<file path="config.mk">
export PLATFORM = sky130hd
export DESIGN_NAME = fold_frame_sequencer
export DESIGN_NICKNAME = d
export VERILOG_FILES = /design/src/rtl/fold_frame_sequencer.sv
export SDC_FILE = /design/constraint.sdc
export NUM_CORES = 1
export LEC_CHECK = 0
export CORE_UTILIZATION = 49
export CTS_BUF_LIST = sky130_fd_sc_hd__clkbuf_4 sky130_fd_sc_hd__clkbuf_8
export DETAILED_ROUTE_END_ITERATION = 8
export PLACE_DENSITY = 0.79
export SLEW_MARGIN = 20
export SYNTH_ARGS = -nofsm -noshare
export SYNTH_HDL_FRONTEND = slang
export SYNTH_SLANG_ARGS = --single-unit
</file>
<file path="constraint.sdc">
create_clock -name CLK -period 2.6 [get_ports CLK]
set_clock_uncertainty 0.05 [all_clocks]
set_input_delay 0.26 -clock CLK [delete_from_list [all_inputs] [get_ports CLK]]
set_output_delay 0.26 -clock CLK [all_outputs]
set_load 0.02 [all_outputs]
</file>
<file path="src/rtl/fold_frame_sequencer.sv">
// rtl/fold_frame_sequencer.sv - scheduler for a single-token fold actor with per-frame output emission
// Optional FOLD/OUT watchdog enabled by defining FOLD_SEQ_WATCHDOG_EN.
module fold_frame_sequencer #(
    parameter int FRAME_LEN_DEFAULT = 262144,
    parameter int CNT_W             = 32,
    parameter int WDOG_CYCLES       = 1024
) (
    input  logic             CLK,
    input  logic             RESET,
    input  logic             cfg_len_wr,
    input  logic [CNT_W-1:0] cfg_len,
    output logic             cfg_reject,
    input  logic             In_SEND,
    output logic             In_ACK,
    input  logic             Out_RDY,
    output logic             fold_go,
    input  logic             fold_done,
    output logic             out_go,
    input  logic             out_done,
    output logic             clear_state,
    output logic [CNT_W-1:0] token_count,
    output logic [15:0]      frame_count,
    output logic             busy,
    output logic             wdog_err
);

    typedef enum logic [1:0] {S_IDLE, S_FOLD, S_EMIT, S_OUT} state_t;

    state_t           r_state;
    logic             r_started;
    logic [CNT_W-1:0] r_frame_len;
    logic [CNT_W-1:0] r_token_count;
    logic [15:0]      r_frame_count;
    logic             r_cfg_reject;

    logic w_accept;
    logic w_emit;
    logic w_out_fin;
    logic w_cfg_ok;
    logic w_timeout;

    assign w_accept  = r_started && (r_state == S_IDLE) && In_SEND && (r_token_count < r_frame_len);
    assign w_emit    = r_started && (r_state == S_EMIT) && Out_RDY;
    assign w_out_fin = (r_state == S_OUT) && out_done;
    // Length may only change between frames, before the first token is taken.
    assign w_cfg_ok  = (r_state == S_IDLE) && (r_token_count == '0) && (cfg_len != '0);

`ifdef FOLD_SEQ_WATCHDOG_EN
    logic [31:0] r_wdog_cnt;
    logic        r_wdog_err;
    logic        w_wdog_wait;

    assign w_wdog_wait = ((r_state == S_FOLD) && !fold_done) || ((r_state == S_OUT) && !out_done);
    assign w_timeout   = w_wdog_wait && (r_wdog_cnt == 32'(WDOG_CYCLES - 1));
    assign wdog_err    = r_wdog_err;

    always_ff @(posedge CLK or posedge RESET) begin
        if (RESET) begin
            r_wdog_cnt <= '0;
            r_wdog_err <= 1'b0;
        end else begin
            r_wdog_cnt <= (w_wdog_wait && !w_timeout) ? r_wdog_cnt + 32'd1 : '0;
            if (w_timeout)
                r_wdog_err <= 1'b1;
        end
    end
`else
    logic w_unused_wdog;
    assign w_unused_wdog = ^WDOG_CYCLES;
    assign w_timeout     = 1'b0;
    assign wdog_err      = 1'b0;
`endif

    always_ff @(posedge CLK or posedge RESET) begin
        if (RESET) begin
            r_state       <= S_IDLE;
            r_started     <= 1'b0;
            r_frame_len   <= CNT_W'(FRAME_LEN_DEFAULT);
            r_token_count <= '0;
            r_frame_count <= '0;
            r_cfg_reject  <= 1'b0;
        end else begin
            r_started    <= 1'b1;
            r_cfg_reject <= cfg_len_wr && !w_cfg_ok;
            if (cfg_len_wr && w_cfg_ok)
                r_frame_len <= cfg_len;
            case (r_state)
                S_IDLE: begin
                    if (w_accept)
                        r_state <= S_FOLD;
                    else if (r_started && (r_token_count == r_frame_len))
                        r_state <= S_EMIT;
                end
                S_FOLD: begin
                    if (w_timeout) begin
                        r_token_count <= '0;
                        r_state       <= S_IDLE;
                    end else if (fold_done) begin
                        r_token_count <= r_token_count + 1'b1;
                        r_state       <= S_IDLE;
                    end
                end
                S_EMIT: begin
                    if (w_emit)
                        r_state <= S_OUT;
                end
                S_OUT: begin
                    // A timed-out output abandons the frame without counting it.
                    if (w_timeout) begin
                        r_token_count <= '0;
                        r_state       <= S_IDLE;
                    end else if (out_done) begin
                        r_token_count <= '0;
                        r_frame_count <= r_frame_count + 16'd1;
                        r_state       <= S_IDLE;
                    end
                end
                default: r_state <= S_IDLE;
            endcase
        end
    end

    assign fold_go     = w_accept;
    assign In_ACK      = w_accept;
    assign out_go      = w_emit;
    assign clear_state = w_out_fin || w_timeout;
    assign cfg_reject  = r_cfg_reject;
    assign token_count = r_token_count;
    assign frame_count = r_frame_count;
    assign busy        = (r_state != S_IDLE);

endmodule

</file>
run_1/power_grid.png
(4 px per um) Pins as bars on the die edge.
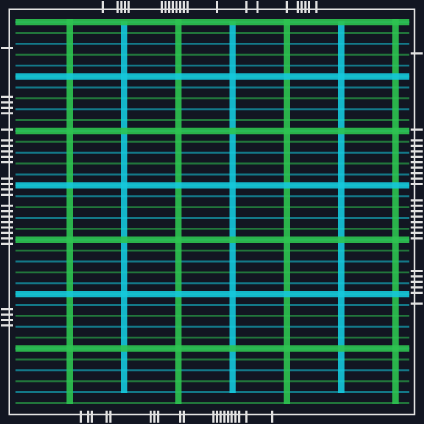
| colour | net |
|---|---|
| cyan | VDD |
| green | VSS |
met5 straps: 7
signal pins: 94

run_1/placement_by_type.png
(3 px per um) Fill, decap, tap and diode cells in grey.
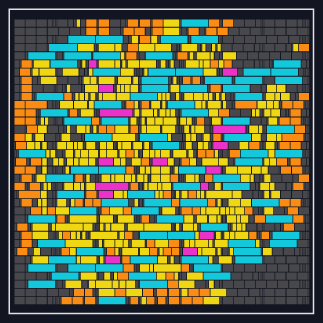
| colour | class | cells |
|---|---|---|
| cyan | sequential cells | 84 |
| magenta | clock drivers and dummy loads | 15 |
| yellow | combinational and other logic | 354 |
| orange | remaining buffers and delay cells | 149 |

==> summary.txt, run 1 <==
run results: Layout Cells excl Fill 731, Ports 94, area growth from synthesis to layout 37.84%, Gate Area 0.002565 sq mm, worst-path fanout max 3, Min Clock Period, post-route 2.634 ns, Area leader share 43.29%, Max stage delay cell, worst path dfrtp_1, H-Tree Depth 3, fin nets 672, first-pass GRT wire length 19,410 um, Cell area leaders dfrtp_1 43%, mux2_4 9.4%, ha_1 9.1%, xnor2_1 4.2%, inv_1 3.1%, # hold bufs at CTS 0, MaxCap Viol Count 0, clock share of power 25.4%, Non-clock buffers, area share 21.07%, Post-synth regs 84, final worst slack -0.03365 ns, fin util 70.57%, Final setup viols 2, Fillers 689, GR Util met2 42.47%, # Cells Yosys 452, clock root buffer clkbuf_8, Core ar. 0.009371 sq mm, Row Count 35, PD cells 679.5 mW/mm^2, RR Startpoint token_count[23]$_DFFE_PP0P_, cell type with the largest total area dfrtp_1, Max Slew Vio Count 0, flip-flop and latch count 84, # Taps 129, initial antenna violation count 0, slew margin rel. 61.42%, Final ANT Viol Nets 0, Post-DP Area 0.006186 sq mm, switching power total 1.395 mW, Setup crit end In_ACK, Fmax 379.7 MHz, Most Crowded Layer GR met2, multi-input gate share of total cell area 38.78%, Synth Instances 452, Non-clk bufs 149, synth warn 0, Vias/cell 5.585, worst r2r dst r_frame_len[1]$_DFFE_PP0P_, Num CTS Buffers 9, CTS max path bufs 2, Net Sw Frac 31.03%, Commonest flop dfrtp_1, Setup crit start kind flip-flop, nonclk inv count 39, CP cell instances inv_1 > ha_4 > a21oi_2 > o21ai_1 > a221o_1 > a211o_1 > a21oi_2 > buf_4, fp_density 51.20%, WL met1 5241 um, Sink Count 84, mi-comb count 315, DR iter-0 viols 206, DIE AREA 0.01019 sq mm, flop share of the area 31.80%, crit path launch r_frame_len[5]$_DFFE_PP0P_, Post-synth EDFFs 0, Reg area 0.002103 sq mm, Avg Inst Size Synth 10.62 sq um, layout clock buffer count 11, Initial DRT Pass Iterations 5, DR vias 4,083, largest net degree at the start of global routing 31, sequential share of power 38.9%, clk ins delay skew pair 0.36 ns, Max VDD drop 0.4405 mV, Post-DP HPWL 9249 um, met3 Track Usage GR 3.190%, vias in the first global route 4,125, kind of end point of the critical path output pin, Synth Seq Share 43.83%, FF-to-FF path depth 7, status complete, but fails checks, total track usage 25.06%, summed standard-cell area reported by yosys 0.004798 sq mm, period utilization 101.3%, grt ovf 0, CTS clk-pin slew, worst paths 0.08 ns, port bufs 92, Max Used Layer met4, Cell variety after synth 48, largest stage delay on the critical path 0.40 ns, worst min-delay path class input port to asynchronous set/reset pin, leak pwr 3.143 nW, met2 WL 6163 um, metal3 WL 719 um, cell mode on critical path a21oi_2, failing checks negative setup slack, synthesized cell area 0.004798 sq mm, Clock buf/inv share 3.670%, ys async rst share 100.0%, most common cell in the synthesized netlist dfrtp_1, GPL Wtd Cong 0.8979, Max-area cell class logic gates, Die Span X 101.0 um, Worst Tran Pin Value 0.5781 ns, Design Area, Final 0.006614 sq mm, data arrival time of the worst path 2.32 ns, r2r setup slk 0.14 ns, final hold violation count 0, Post-Route WL 12,470 um, crit path kind flip-flop to output pin, Ant. Diodes 0
run_1/clk_routes.png
(6 px per um)
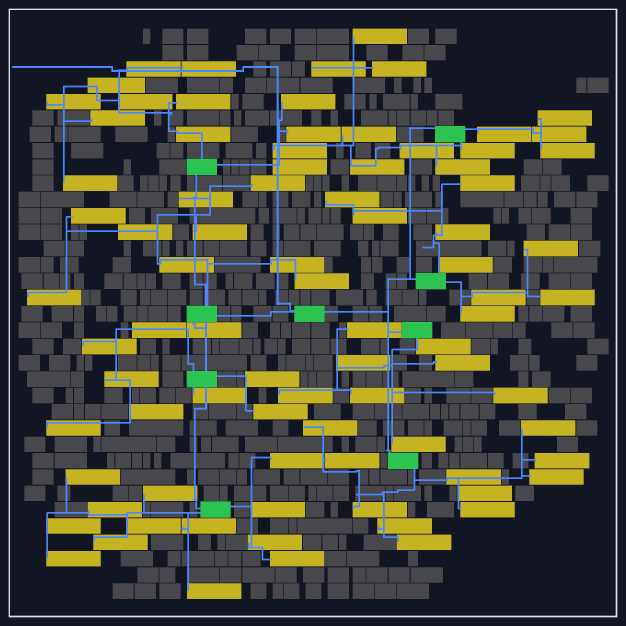
[blue] clock wires | length: 1,000 um
[yellow] flip-flops | count: 84
[green] clock drivers | count: 9
routed clock nets: 10

==> run 1: timing repair <==
action | CTS | global route
endpoints found under the setup margin | 2 | 34
pin swaps | 1 | 11
gates resized | 11 | 18
buffers inserted | 1 | 9
==> run 1: kinds of logic after synthesis <==
logic type | after synthesis | share of synthesized area, %
simple gates | 160 | 18.59
flops | 84 | 43.83
buf+inv | 53 | 5.189
compound gates | 43 | 5.242
xor+xnor | 39 | 7.118
mux | 36 | 10.74
fa+ha+maj | 35 | 9.126
other cells | 2 | 0.1565
==> run 1: through the flow <==
stage	hold WS, ns	setup TNS, ns	setup WS, ns
floorplan	0.3420	0	0.1265
global placement	0.4128	-0.06655	-0.03408
detailed placement	0.4356	-0.1474	-0.07368
CTS	0.2308	0	0.01867
global route	0.2683	-0.1487	-0.07510
finish	0.2197	-0.06697	-0.03365
==> run 1: worst max-delay path: cells and delay by family (launching register included) <==
| kind | cells | cell delay (ns) |
|---|---|---|
| AOI/OAI and AO/OA | 5 | 1.10 |
| DFF | 1 | 0.40 |
| buffers and inverters | 2 | 0.27 |
| adders and majority gates | 1 | 0.20 |
==> run 1: power groups by stage <==
stage	combinational, mW	clock (mW)	sequential, mW
6_report	1.61	1.14	1.75
5_1_grt	1.74	1.20	1.78
4_1_cts	1.40	1.15	1.74
3_5_place_dp	1.38	0	1.76
3_3_place_gp	1.30	0	1.75
2_1_floorplan	0.822	0	1.78
==> run 1: layout by cell type, fill, tap and decap left out, types with 13 or more instances in the layout <==
cell type        count
a21oi_1             16
and4_1              13
buf_4               55
clkdlybuf4s50_1     90
dfrtp_1             83
ha_1                29
inv_1               34
mux2_4              30
nand2_1             27
nand3_1             22
nand4_1             14
nor2_1              33
nor4_1              15
xnor2_1             23
xor2_1              16
run_1/placement.png
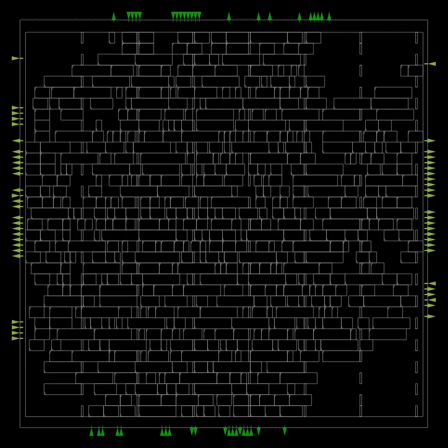

==> run 1 -> run 2 <==
--- a/config.mk
+++ b/config.mk
@@ -5,10 +5,10 @@
 export SDC_FILE = /design/constraint.sdc
 export NUM_CORES = 1
 export LEC_CHECK = 0
-export CORE_UTILIZATION = 49
-export CTS_BUF_LIST = sky130_fd_sc_hd__clkbuf_4 sky130_fd_sc_hd__clkbuf_8
+export CORE_MARGIN = 2
+export CORE_UTILIZATION = 47
 export DETAILED_ROUTE_END_ITERATION = 8
-export PLACE_DENSITY = 0.79
+export PLACE_DENSITY = 0.77
 export SLEW_MARGIN = 20
 export SYNTH_ARGS = -nofsm -noshare
 export SYNTH_HDL_FRONTEND = slang
run_2/placement.png
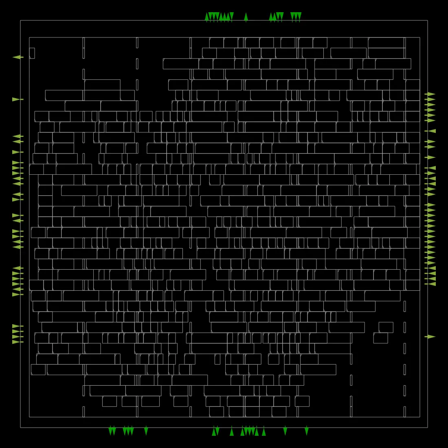
# Taps: 133
Core ar.: 0.009864 sq mm
Layout Cells excl Fill: 738
flop share of the area: 31.94%

==> run 2 against run 1 <==
  * The run still ends with negative setup slack left
  * Combinational power down 4%
  * Die size up 8.3%
  * Cell count up 0.96%
  * Final area down 0.43%
  * Wire length up 0.42%
  * Setup slack better by 0.030 ns
  * Hold slack worse by 0.0021 ns
  * Non-clock buffer count up 2
  * Largest cell class unchanged
  * Highest routed layer unchanged
==> summary.txt, run 2 <==
run results: Power Clock 996 uW, leading power group sequential cells, Ant. Diodes 0, DP Worst Slack -0.1148 ns, Max Slew Vio Count 0, initial antenna violation count 0, Routed wire per std cell 16.97 um, clock root buffer clkbuf_8, cell type with the largest total area dfrtp_1, MaxCap Viol Count 0, slew margin rel. 56.90%, synthesized cell area 0.004798 sq mm, Setup crit start kind flip-flop, P_comb 1.55 mW, Post-synth EDFFs 0, r2r setup slk 0.24 ns, first-pass GRT wire length 20,360 um, fp_density 48.64%, total track usage 23.36%, worst-path fanout max 3, DR iter-0 viols 199, fin util 66.76%, failing checks negative setup slack, Post-DP HPWL 9221 um, Die Span X 105.0 um, Seq group 1.74 mW, Internal 2.874 mW, area growth from synthesis to layout 37.24%, CTS max path bufs 2, Fmax 384.0 MHz, Initial DRT Pass Iterations 4, worst r2r dst r_frame_len[13]$_DFFE_PP0P_, summed standard-cell area reported by yosys 0.004798 sq mm, CP cell instances inv_2 > ha_4 > a21oi_1 > o21ai_1 > a221o_1 > a211o_1 > a21oi_4 > buf_6, H-Tree Depth 3, Synth Instances 452, Min Clock Period, post-route 2.604 ns, Hold Slack 0.2175 ns, Max stage delay cell, worst path dfrtp_1, Final setup viols 2, Cell area leaders dfrtp_1 43%, mux2_4 9.4%, ha_1 9.1%, xnor2_1 4.2%, inv_1 3.1%, crit path launch r_frame_len[7]$_DFFE_PP0P_, largest net degree at the start of global routing 40, Final ANT Viol Nets 0, most common cell in the synthesized netlist dfrtp_1, RSZ-0062 raised after global routing yes, kind of end point of the critical path output pin, Fillers 728, final worst slack -0.004124 ns, Design Area, Final 0.006585 sq mm, Commonest flop dfrtp_1, Log Warnings 28, dominant logic cell type in the layout clkdlybuf4s50_1, period utilization 100.2%, Post-DP Area 0.006186 sq mm, switching power total 1.417 mW, FF-to-FF path depth 7, CTS clk-pin slew, worst paths 0.10 ns, port bufs 92, crit path kind flip-flop to output pin, Area leader share 43.29%, Cell variety after synth 48, GPL Wtd Cong 0.8352, setup_tns -0.006383 ns, Ports 94, grt ovf 0, RR Startpoint token_count[14]$_DFFE_PP0P_, final hold violation count 0, Max VDD drop 0.3581 mV, DR vias 3,942, clock share of power 23.2%, Post-Route WL 12,520 um, Top delay family on crit path AND-OR/OR-AND gates, WP buf/inv 2, sequential share of power 40.6%, synth warn 0, Num CTS Buffers 9, vias in the first global route 4,060, Net Sw Frac 33.02%, leak pwr 3.142 nW, DIE AREA 0.01103 sq mm, Avg Inst Size Synth 10.62 sq um, Row Count 36, Vias/cell 5.341, ys async rst share 100.0%, # Cells Yosys 452, Sink Count 84, clk ins delay skew pair 0.37 ns, status complete, but fails checks, PD cells 651.6 mW/mm^2, largest stage delay on the critical path 0.40 ns, Post-synth regs 84, fin nets 674, # hold bufs at CTS 0, worst min-delay path class input port to asynchronous set/reset pin, Synth Seq Share 43.83%, Top cells excl fill/tap 90 x clkdlybuf4s50_1, 83 x dfrtp_1, 56 x buf_4, 35 x inv_1, 33 x nor2_1, data arrival time of the worst path 2.29 ns, CTS tree done, Worst Tran Pin Value 0.6458 ns
[run 2: area by class of cell]
| cell class | instances | area (sq um) | area share [%] |
|---|---|---|---|
| clock buffers | 9 | 123.9 | 1.881 |
| clock inverters | 7 | 80.08 | 1.216 |
| inverters | 39 | 147.6 | 2.242 |
| multi-input cells | 315 | 2560 | 38.88 |
| flip-flops and latches | 84 | 2103 | 31.94 |
| well taps | 133 | 166.4 | 2.527 |
| repair buffers | 151 | 1404 | 21.32 |
[run 2: how the worst max path moves through the flow]
| stage | to | slack, ns | cells past startpoint |
|---|---|---|---|
| 2_1_floorplan | cfg_reject$_DFF_PP0_ | 0.13 | 1 |
| 3_3_place_gp | In_ACK | -0.06 | 7 |
| 3_5_place_dp | fold_go | -0.11 | 7 |
| 4_1_cts | fold_go | 0.001 | 8 |
| 5_1_grt | fold_go | -0.1 | 8 |
| 6_report | fold_go | -0.004 | 8 |
[run 2: timing repair]
action | in CTS | in global routing
endpoints found under the setup margin | 2 | 27
pin swaps | 8 | 5
endpoints found under the hold margin | 0 | 0
gates resized | 25 | 3
setup buffers | 5 | 6
gates cloned | 0 | 0
[run 2: cell families after synthesis]
kind of cell,after synthesis,synth area share [%]
AND/OR/NAND/NOR,160,18.59
flip-flops,84,43.83
buffers and inverters,53,5.189
AND-OR/OR-AND,43,5.242
XOR/XNOR,39,7.118
multiplexers,36,10.74
adder cells (fa/ha/maj),35,9.126
other,2,0.1565
[run 2: layer usage]
layer,global-route usage [%],vias to the layer above,wire length (um)
met5,0,-,0
met2,40.45,134,6255
met4,8.762,0,263
met1,28.46,1890,5252
li1,-,1892,-
met3,5.053,26,753
==> run 2 -> run 3 <==
--- a/config.mk
+++ b/config.mk
@@ -5,6 +5,7 @@
 export SDC_FILE = /design/constraint.sdc
 export NUM_CORES = 1
 export LEC_CHECK = 0
+export ABC_CLOCK_PERIOD_IN_PS = 2600
 export CORE_MARGIN = 2
 export CORE_UTILIZATION = 47
 export DETAILED_ROUTE_END_ITERATION = 8
run_3/wires.png
(4 px per um) Only two layers are drawn.
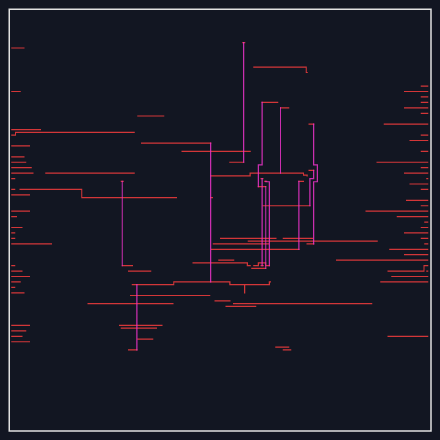
| colour | layer | wire length |
|---|---|---|
| red | metal 3 | 754 um |
| magenta | metal 4 | 263 um |
Routed wire per std cell: 16.97 um
DR vias: 3,942
Post-Route WL: 12,520 um
total track usage: 23.36%

==> run 3 against run 2 <==
  * Global-route usage is the same
  * Critical path type unchanged
  * Largest power group unchanged
  * Non-clock buffer count is the same
  * Synthesized cell count is the same
  * Setup slack is the same
  * Wire length is the same
  * Clock-buffer cell count is the same
  * Cell count is the same
  * First-iteration DRC count is the same
  * Flip-flop count is the same
  * Largest cell class unchanged
  * The run still ends with negative setup slack left
  * Hold slack is the same
  * Via count is the same
==> summary.txt, run 3 <==
run results: status complete, but fails checks, failing checks negative setup slack, met3 Track Usage GR 5.053%, Fmax 384.0 MHz, Post-synth EDFFs 0, Cell variety after synth 48, final worst slack -0.004124 ns, setup_tns -0.006383 ns, Gate power share 36.2%, Die Span X 105.0 um, Final setup viols 2, final hold violation count 0, DR iter-0 viols 199, Commonest flop dfrtp_1, sequential share of power 40.6%, Nets at Floorplan 526, kind of end point of the critical path output pin, CTS clk-pin slew, worst paths 0.10 ns, Area leader share 43.29%, Cell area leaders dfrtp_1 43%, mux2_4 9.4%, ha_1 9.1%, xnor2_1 4.2%, inv_1 3.1%, drt drc 0, Seq group 1.74 mW, most common cell in the synthesized netlist dfrtp_1, CTS tree done, Design Area, Final 0.006585 sq mm, Net Sw Frac 33.02%, first-pass GRT wire length 20,360 um, top cells by count 83 x dfrtp_1, 39 x inv_1, 35 x ha_1, CTS max path bufs 2, Max Used Layer met4, # Cells Yosys 452, Max Slew Vio Count 0, Max VDD drop 0.3581 mV, share of post-route cells with drive strength above 1 21.82%, initial antenna violation count 0, Num CTS Buffers 9, crit path kind flip-flop to output pin, Worst Tran Pin Value 0.6458 ns, Post-DP HPWL 9221 um, Sink Count 84, summed standard-cell area reported by yosys 0.004798 sq mm, Min Clock Period, post-route 2.604 ns, DP Worst Slack -0.1148 ns, period utilization 100.2%, RSZ-0062 raised after global routing yes, GR Util met1 28.46%, r2r setup slk 0.24 ns, worst min-delay path class input port to asynchronous set/reset pin, Hold Slack 0.2175 ns, Core ar. 0.009864 sq mm, Log Warnings 28, met2 WL 6255 um, PD cells 651.6 mW/mm^2, clock share of power 23.2%, Ports 94, fp_density 48.64%, Fillers 728, Initial DRT Pass Iterations 4, synthesized cell area 0.004798 sq mm, GR Util met2 40.45%, dominant logic cell type in the layout clkdlybuf4s50_1, grt ovf 0, fin nets 674, MaxCap Viol Count 0, Ant. Diodes 0, vias in the first global route 4,060, Power Clock 996 uW, GPL Wtd Cong 0.8352, data required time at the worst endpoint 2.29 ns, leading power group sequential cells, synth warn 0, largest net degree at the start of global routing 40, Setup crit start kind flip-flop, leak pwr 3.142 nW, Final ANT Viol Nets 0, placed cells 711, slew margin rel. 56.90%, FF-to-FF path depth 7, ys async rst share 100.0%, cell type with the largest total area dfrtp_1, fin util 66.76%, data arrival time of the worst path 2.29 ns, clk ins delay skew pair 0.37 ns, Avg Inst Size Synth 10.62 sq um, Vias/cell 5.341, P_comb 1.55 mW, area growth from synthesis to layout 37.24%, RR Startpoint token_count[14]$_DFFE_PP0P_, H-Tree Depth 3, total power 4.291 mW, Layout Cells excl Fill 738, worst-path fanout max 3, Internal 2.874 mW, Die Y 105.0 um, Most Crowded Layer GR met2, DIE AREA 0.01103 sq mm, Synth Instances 452, switching power total 1.417 mW, worst r2r dst r_frame_len[13]$_DFFE_PP0P_, Row Count 36, port bufs 92, clock root buffer clkbuf_8, WL met1 5252 um, Post-synth regs 84, Post-DP Area 0.006186 sq mm, Top cells excl fill/tap 90 x clkdlybuf4s50_1, 83 x dfrtp_1, 56 x buf_4, 35 x inv_1, 33 x nor2_1, metal3 WL 753 um, Synth Seq Share 43.83%, # hold bufs at CTS 0
## run 3: cell counts after synthesis
Identical to the previous run, type by type.
## run 3: critical path: stages, from the launching register on
cell and delay (ns):
dfrtp_1 0.40, inv_2 0.08, ha_4 0.21, a21oi_1 0.15, o21ai_1 0.10, a221o_1 0.34
a211o_1 0.29, a21oi_4 0.23, buf_6 0.15
## run 3: repair_timing
item / 4_1_cts / 5_1_grt
resized: 25 / 3
gates cloned: 0 / 0
setup endpoints to repair: 2 / 27
pin swaps: 8 / 5
setup buffers: 5 / 6
## run 3: worst max path at each step
stage	from	endpoint	slack, ns	cells after the start
final	r_frame_len[7]$_DFFE_PP0P_	fold_go	-0.004	8
after global routing	r_frame_len[7]$_DFFE_PP0P_	fold_go	-0.1	8
after CTS	r_frame_len[14]$_DFFE_PP0P_	fold_go	0.001	8
after detailed placement	token_count[14]$_DFFE_PP0P_	fold_go	-0.11	7
after global placement	token_count[14]$_DFFE_PP0P_	In_ACK	-0.06	7
after floorplan	RESET	cfg_reject$_DFF_PP0_	0.13	1
## run 3: area by class of cell
type / count / area (sq um) / share of cell area, %
clock buffers: 9 / 123.9 / 1.881
clock inverters: 7 / 80.08 / 1.216
well taps: 133 / 166.4 / 2.527
multi-input cells: 315 / 2560 / 38.88
inverters: 39 / 147.6 / 2.242
repair buffers: 151 / 1404 / 21.32
flip-flops and latches: 84 / 2103 / 31.94
## run 3: cells by family (layout without fill, tap and decap cells)
kind of cell / count (synthesis) / after routing / share of synthesized area, %
simple gates: 160 / 160 / 18.59
other cells: 2 / 2 / 0.1565
buf+inv: 53 / 206 / 5.189
fa+ha+maj: 35 / 35 / 9.126
mux: 36 / 36 / 10.74
xor+xnor: 39 / 39 / 7.118
flops: 84 / 84 / 43.83
compound gates: 43 / 43 / 5.242
No activity file was given, so power comes from the tool's default toggle rates.
